--- config.mk ---
export PLATFORM = sky130hd
export DESIGN_NAME = if_fetch_icache
export DESIGN_NICKNAME = d
export VERILOG_FILES = /design/src/rtl/if_fetch_icache.sv
export SDC_FILE = /design/constraint.sdc
export NUM_CORES = 2
export LEC_CHECK = 0
export CORE_MARGIN = 1
export CORE_UTILIZATION = 60
export CTS_CLUSTER_SIZE = 24
export DETAILED_ROUTE_END_ITERATION = 8
export PLACE_DENSITY = 0.77
export SYNTH_ARGS = -nofsm -noshare
export SYNTH_HDL_FRONTEND = slang
export SYNTH_SLANG_ARGS = --single-unit
--- constraint.sdc ---
create_clock -name clk -period 10.7 [get_ports clk]
set_input_delay 2.14 -clock clk [delete_from_list [all_inputs] [get_ports clk]]
set_output_delay 2.14 -clock clk [all_outputs]
set_load 0.05 [all_outputs]
--- src/rtl/if_fetch_icache.sv ---
// Instruction-fetch stage: PC register plus a direct-mapped, one-word-per-line
// instruction cache. Hits are served in one cycle; each miss issues one word fetch.
module if_fetch_icache #(
  parameter int          INDEX_BITS = 6,
  parameter logic [31:0] RESET_PC   = 32'h0
) (
  input  logic        clk,
  input  logic        rst,
  input  logic        jump_i,
  input  logic [31:0] jump_addr_i,
  input  logic        id_ready_i,
  output logic        if_valid_o,
  output logic [31:0] if_inst_o,
  output logic [31:0] if_pc_o,
  output logic        inst_req_o,
  output logic [31:0] inst_addr_o,
  input  logic        inst_done_i,
  input  logic [31:0] inst_i,
  input  logic [31:0] inst_pc_i
);

  localparam int LINES = 1 << INDEX_BITS;
  localparam int TAG_W = 30 - INDEX_BITS;

  typedef enum logic {RUN, MISS} state_t;

  state_t                  state_q, state_d;
  logic [31:0]             pc_q, pc_d;
  logic                    vld_d, req_d;
  logic [31:0]             inst_d, ifpc_d, addr_d;

  logic [LINES-1:0]        line_vld_q;
  logic [TAG_W-1:0]        tag_q  [LINES];
  logic [31:0]             data_q [LINES];

  logic [INDEX_BITS-1:0]   idx, fill_idx;
  logic [TAG_W-1:0]        tag, fill_tag;
  logic                    hit, slot_free, match_done, fill_en;

  assign idx        = pc_q[INDEX_BITS+1:2];
  assign tag        = pc_q[31:INDEX_BITS+2];
  assign fill_idx   = inst_pc_i[INDEX_BITS+1:2];
  assign fill_tag   = inst_pc_i[31:INDEX_BITS+2];
  assign hit        = line_vld_q[idx] && (tag_q[idx] == tag);
  assign slot_free  = !if_valid_o || id_ready_i;
  assign match_done = inst_done_i && (inst_pc_i == inst_addr_o);
  // Any aligned completion fills, even a stale one left over from a redirect.
  assign fill_en    = inst_done_i && (inst_pc_i[1:0] == 2'b00);

  always_comb begin
    state_d = state_q;
    pc_d    = pc_q;
    vld_d   = if_valid_o;
    inst_d  = if_inst_o;
    ifpc_d  = if_pc_o;
    req_d   = inst_req_o;
    addr_d  = inst_addr_o;
    if (jump_i) begin
      pc_d    = jump_addr_i & ~32'h3;
      vld_d   = 1'b0;
      req_d   = 1'b0;
      state_d = RUN;
    end else begin
      case (state_q)
        RUN: begin
          if (hit) begin
            if (slot_free) begin
              inst_d = data_q[idx];
              ifpc_d = pc_q;
              vld_d  = 1'b1;
              pc_d   = pc_q + 32'd4;
            end
          end else begin
            state_d = MISS;
            req_d   = 1'b1;
            addr_d  = pc_q;
            if (slot_free) vld_d = 1'b0;
          end
        end
        MISS: begin
          if (match_done) begin
            req_d   = 1'b0;
            state_d = RUN;
          end
          if (id_ready_i && if_valid_o) vld_d = 1'b0;
        end
        default: state_d = RUN;
      endcase
    end
  end

  always_ff @(posedge clk or negedge rst) begin
    if (!rst) begin
      state_q     <= RUN;
      pc_q        <= RESET_PC;
      if_valid_o  <= 1'b0;
      if_inst_o   <= '0;
      if_pc_o     <= '0;
      inst_req_o  <= 1'b0;
      inst_addr_o <= '0;
    end else begin
      state_q     <= state_d;
      pc_q        <= pc_d;
      if_valid_o  <= vld_d;
      if_inst_o   <= inst_d;
      if_pc_o     <= ifpc_d;
      inst_req_o  <= req_d;
      inst_addr_o <= addr_d;
    end
  end

  always_ff @(posedge clk or negedge rst) begin
    if (!rst)         line_vld_q           <= '0;
    else if (fill_en) line_vld_q[fill_idx] <= 1'b1;
  end

  // Tag and data storage carry no reset; the valid bits guard them.
  always_ff @(posedge clk) begin
    if (fill_en) begin
      tag_q[fill_idx]  <= fill_tag;
      data_q[fill_idx] <= inst_i;
    end
  end

endmodule

==> results_slide.txt <==
Implementation Results

Run status
  – Status: finished with violations
  – Failing checks: capacitance limit, slew limit

Setup path
  – Most common cell on crit path: buf_4
  – Worst R2R Start: pc_q[4]$_DFFE_PN0P_
  – Crit path capture type: register
  – Setup crit end: if_inst_o[26]$_DFFE_PN0P_
  – Cells along the critical path: buf_4 > buf_4 > mux4_2 > mux4_2 > o21ai_0 > a2bb2oi_1 > xnor2_1 > nor4_2 > nand3_1 > buf_4 > nor3_4 > buf_4 > mux2_2
  – CP Depth: 13
  – Worst Path Arrival: 7990 ps
  – Worst EP required: 11,560 ps

Logic synthesis
  – Yosys chip area: 0.146 mm2
  – XOR-XNOR Cells, Area Fraction: 0.307%
  – Post-synthesis cell area: 0.146 mm2
  – Yosys cell count: 6,402
  – Tally of yosys warning messages: 0
  – Syn Inst Count: 6,402
  – Async S/R FF share, synth: 5.01%
  – Aoi share: 1.77%
  – Top post-synthesis cells by area: edfxtp_1, mux4_2, dfrtp_1
  – Mean Syn Cell Area: 22.7 um2
  – Top cell type's share of synthesized area: 74.0%

Cells and area
  – Max reg flops: 2,048
  – Gate Area: 0.0318 mm2
  – Fillers: 13,900
  – Cell area after layout: 0.164 mm2
  – Nets@finish: 6,915
  – Layout cells sized above 1: 28.8%
  – Biggest register: data_q

Die
  – Total die area: 0.245 mm2
  – Initial Util: 60.4%
  – Die width: 494 um

Pwr
  – Clock Power: 13.0 mW
  – P_sw: 7.11 mW
  – Peak VDD IR: 0.000189 V
  – Combinational Power: 2.49 mW
  – Comb pwr share: 7.8%
  – Final Total Pwr: 31.9 mW

Place
  – Place WS: 3660 ps
  – Buffers on Ports: 192
  – Post-DP Area: 0.152 mm2

CTS
  – Post-CTS setup buffers: 0
  – # resized after CTS: 0
  – Worst-path clk slew: 60 ps
  – Clock sink total: 3,773

Job
  – Max Cap Viol: 1

STA
  – Final setup margin: 3570 ps
  – Fin crit period: 7130 ps
  – Rel. slew slack: -1.01%
  – Worst Max-Slew Pin Slew: 1510 ps
  – Pins Over Slew Limit: 4
  – Final number of setup-violating endpoints: 0
  – Fin Hold WS: 465 ps
  – Tcrit/Tclk final: 66.6%

Worst hold path
  – WHS Path Cells: 1

Global routing
  – Initial antenna violation count: 29
  – Vias in the first global route: 75,800

Routing
  – Iter 0 DRT Violations: 13,200
  – Vias: 75,600
  – ANT nets after route: 0
  – DRC Markers: 0
## routing by layer
metal | track usage (%) | up-vias | part of all wire, %
met3 | 9.33 | 1349 | 15
met2 | 53.7 | 7180 | 47
met1 | 45.9 | 39100 | 33
met4 | 17.6 | 18 | 5.9
li1 | - | 28000 | -
met5 | 0 | - | 0.033
## logic make-up (layout without fill, tap and decap cells)
group | count (synthesis) | in the layout
buf+inv | 369 | 1069
compound gates | 354 | 354
fa+ha+maj | 1 | 1
flops | 3773 | 3773
simple gates | 610 | 610
other cells | 1 | 11
xor+xnor | 51 | 51
mux | 1243 | 1243
## final cells by class
class,instances,share of cell area [%]
flip-flops and latches,3773,68.7
inverters,9,0.0298
clock buffers,490,6.23
clock inverters,179,1.08
repair buffers,391,2.05
multi-input cells,2263,19.4
diodes,7,0.0107
well taps,3185,2.44
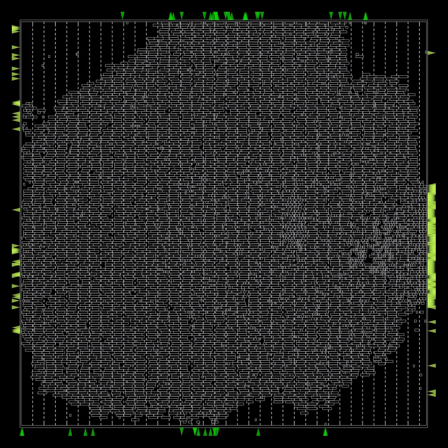
(cell outlines without signal wires)
row count: 180
Final Util: 67.9%
Finished Layout Cells: 10,300
seq_cells: 3,773

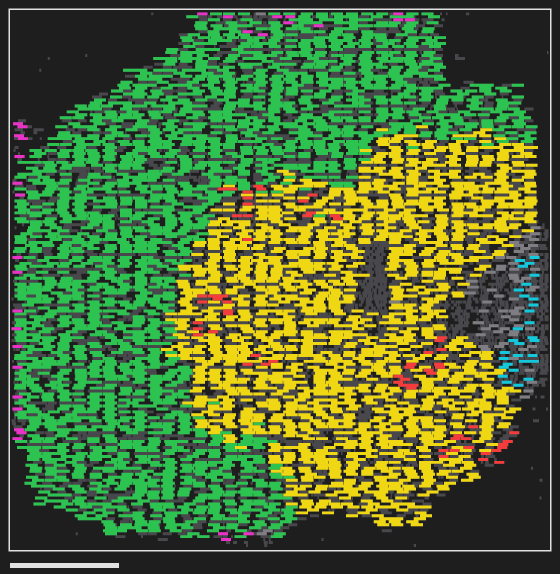
(sequential cells colored by netlist name)
Bar = 100 um.
color	netlist name	placed flops
magenta	if_inst_o	32
green	data_q	2,048
yellow	tag_q	1,536
cyan	inst_addr_o	30
red	line_vld_q	64
Reg area: 0.112 mm2
fraction of standard cell area that is sequential: 68.7%

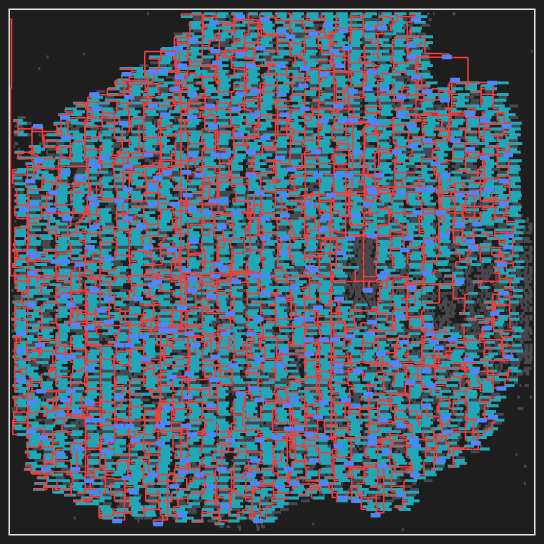
(clock wires, drivers and flops)
[blue] cells driving clock nets | count: 375
[cyan] flip-flops | count: 3,773
[red] clock wires | length: 40.8 mm
routed clock nets	376
flops lie	spread over the die

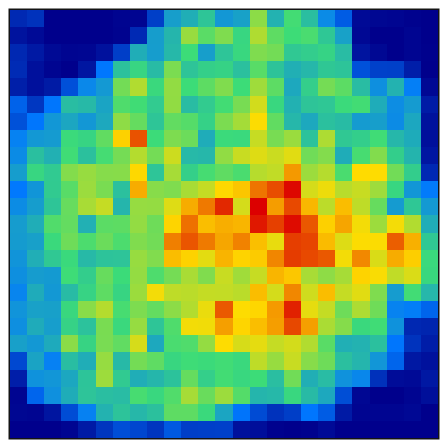
(signal metal coverage by tile)
25 x 25 tiles, from dark blue (low) to red (high), scaled to the fullest tile. Values are wire area over tile area, all layers added.
densest ninth of the die	middle
mean over tiles	0.31
nearly empty tiles	8.8%
fullest tile	0.68
emptiest ninth of the die	top left

Power figures rest on the tool's default switching activity, not on a simulated workload.
